$ cat config.mk
export PLATFORM = sky130hd
export DESIGN_NAME = seq_detector_param
export DESIGN_NICKNAME = d
export VERILOG_FILES = /design/src/rtl/seq_detector_param.sv
export SDC_FILE = /design/constraint.sdc
export NUM_CORES = 1
export LEC_CHECK = 0
export ABC_AREA = 0
export CAP_MARGIN = 20
export CORE_ASPECT_RATIO = 1.2
export CORE_MARGIN = 2
export CORE_UTILIZATION = 30
export CTS_BUF_LIST = sky130_fd_sc_hd__clkbuf_8
export DETAILED_ROUTE_END_ITERATION = 10
export PLACE_DENSITY_LB_ADDON = 0.2
export REMOVE_ABC_BUFFERS = 1
export SYNTH_ARGS = -nofsm -noshare
export SYNTH_HDL_FRONTEND = slang
export SYNTH_SLANG_ARGS = --single-unit
$ cat constraint.sdc
create_clock -name clk -period 2.08 [get_ports clk]
set_input_delay 0.624 -clock clk [delete_from_list [all_inputs] [get_ports clk]]
set_output_delay 0.624 -clock clk [all_outputs]
set_load 0.03 [all_outputs]
$ cat src/rtl/seq_detector_param.sv
// seq_detector_param: serial pattern detector with a runtime-loadable pattern of 1..MAX_LEN bits
//
// Ports:
//   clk, rst       rising-edge clock, synchronous active-high reset
//   in_valid       stream_in is sampled on this edge
//   stream_in      serial data bit
//   cfg_load       load cfg_pattern/cfg_len/cfg_overlap (rejected if cfg_len is 0 or > MAX_LEN)
//   cfg_pattern    pattern, bit cfg_len-1 received first, bit 0 last
//   cfg_len        pattern length
//   cfg_overlap    1 = overlapping detection, 0 = non-overlapping
//   cnt_clr        clears the match counter (wins over a same-edge match)
//   pattern_found  registered one-cycle pulse per match
//   match_count    saturating match count
//   count_sat      high while match_count is all-ones
//   cfg_err        sticky: the last cfg_load was rejected
//
// Build option: define SEQDET_MATCH_CNT_EN to build the match counter; otherwise
// match_count and count_sat are tied to 0 and cnt_clr is ignored.
module seq_detector_param #(
    parameter int                 MAX_LEN       = 16,
    parameter int                 LEN_W         = $clog2(MAX_LEN) + 1,
    parameter int                 CNT_W         = 16,
    parameter logic [MAX_LEN-1:0] RESET_PATTERN = 'b11010,
    parameter int                 RESET_LEN     = 5
) (
    input  logic               clk,
    input  logic               rst,
    input  logic               in_valid,
    input  logic               stream_in,
    input  logic               cfg_load,
    input  logic [MAX_LEN-1:0] cfg_pattern,
    input  logic [LEN_W-1:0]   cfg_len,
    input  logic               cfg_overlap,
    input  logic               cnt_clr,
    output logic               pattern_found,
    output logic [CNT_W-1:0]   match_count,
    output logic               count_sat,
    output logic               cfg_err
);
    localparam logic [LEN_W-1:0] MAX_L = LEN_W'(MAX_LEN);

    logic [MAX_LEN-1:0] hist_q, pat_q, hist_d, mask;
    logic [LEN_W-1:0]   fill_q, len_q, fill_d;
    logic               ovl_q, found_q, err_q, cfg_ok, match;

    assign hist_d = {hist_q[MAX_LEN-2:0], stream_in};
    assign fill_d = (fill_q == MAX_L) ? fill_q : fill_q + LEN_W'(1);
    // Only the low len bits of history and pattern take part in the compare.
    assign mask   = {MAX_LEN{1'b1}} >> (MAX_L - len_q);
    assign cfg_ok = (cfg_len != '0) && (cfg_len <= MAX_L);
    // A load edge (legal or not) never samples the stream.
    assign match  = in_valid && !cfg_load && (fill_d >= len_q) && (((hist_d ^ pat_q) & mask) == '0);

    always_ff @(posedge clk) begin
        if (rst) begin
            hist_q  <= '0;
            fill_q  <= '0;
            pat_q   <= RESET_PATTERN;
            len_q   <= LEN_W'(RESET_LEN);
            ovl_q   <= 1'b1;
            found_q <= 1'b0;
            err_q   <= 1'b0;
        end else begin
            found_q <= match;
            if (cfg_load) begin
                if (cfg_ok) begin
                    pat_q  <= cfg_pattern;
                    len_q  <= cfg_len;
                    ovl_q  <= cfg_overlap;
                    hist_q <= '0;
                    fill_q <= '0;
                    err_q  <= 1'b0;
                end else begin
                    err_q <= 1'b1;
                end
            end else if (in_valid) begin
                hist_q <= hist_d;
                // Non-overlapping mode forgets all bits consumed by a match.
                fill_q <= (match && !ovl_q) ? '0 : fill_d;
            end
        end
    end

    assign pattern_found = found_q;
    assign cfg_err       = err_q;

`ifdef SEQDET_MATCH_CNT_EN
    logic [CNT_W-1:0] cnt_q;

    always_ff @(posedge clk) begin
        if (rst || cnt_clr) cnt_q <= '0;
        else if (match && !(&cnt_q)) cnt_q <= cnt_q + CNT_W'(1);
    end

    assign match_count = cnt_q;
    assign count_sat   = &cnt_q;
`else
    logic unused_cnt_clr;

    assign unused_cnt_clr = cnt_clr;
    assign match_count    = '0;
    assign count_sat      = 1'b0;
`endif
endmodule

cell_classes.png
(4 px per micron)
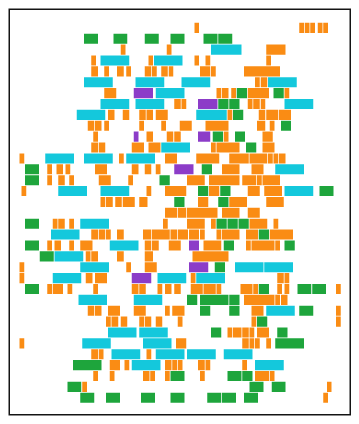
clock drivers and dummy loads -> purple  # cells 8, share of their area 3.0%
all other logic -> orange  # cells 233, share of their area 49%
flip-flops -> cyan  # cells 44, share of their area 29%
other buffers and delay cells -> green  # cells 62, share of their area 19%

final_clocks.png
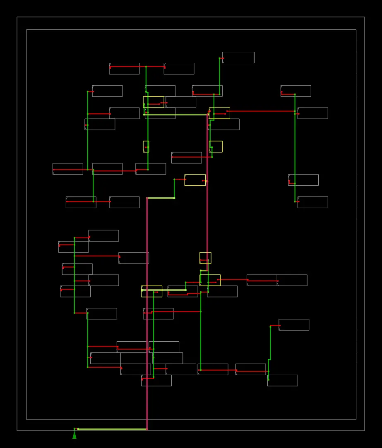
flop count: 44
number of buffers created by CTS: 5
skew final: 6.11 ps

wire_density.png
(4 px per micron) 17 x 20 tiles, from dark purple (low) to yellow (high), scaled to the fullest tile. Values are wire area over tile area, all layers added.
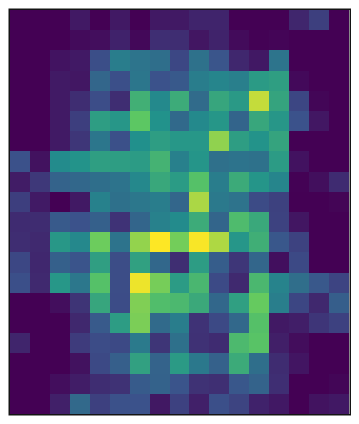
emptiest ninth of the die = top left
fullest tile = 0.37
densest ninth of the die = middle
nearly empty tiles = 22%

==> GITHUB_STEP_SUMMARY <==
## Synthesis and layout report

| Metric | Value |
|---|---|
| Setup violators final | 6 |
| Final setup margin | -211 ps |
| Die ar. | roughly 0.0086 sq mm |
| Final Cycle Share | 110% |
| Synth Instances | 291 |
| Pre-Repair DR Iteration Count | 4 |
| Post-layout nets | 385 |
| Hold Path Origin | pat_q[12] |
| Global Route Usage Sum | 12.9% |
| Plain + repair buffers | 62 |
| Yosys top cell area share | 37.4% |
| Critical Path Stages | 12 |
| Simple-Gate Area Share | roughly a quarter |
| Combinational share of cell area | a little under half |
| Combinational power share | a little over a fifth |
| Failing checks | setup timing |
| Yosys stat area | about 0.0024 sq mm |
| Clock transition at path regs | roughly 80 ps |
| Synth mux share | 0.425% |
| Fin util | a little over 40% |
| Status | finished with violations |
| Max-cap violations | 0 |
| Nonclk inv count | 10 |
| Clk network pwr share | about 29% |
| Yosys xor share | under 10% |
| Initial antenna violation count | 0 |
| Flop area | ~900 sq um |
Power figures rest on the tool's default switching activity, not on a simulated workload.
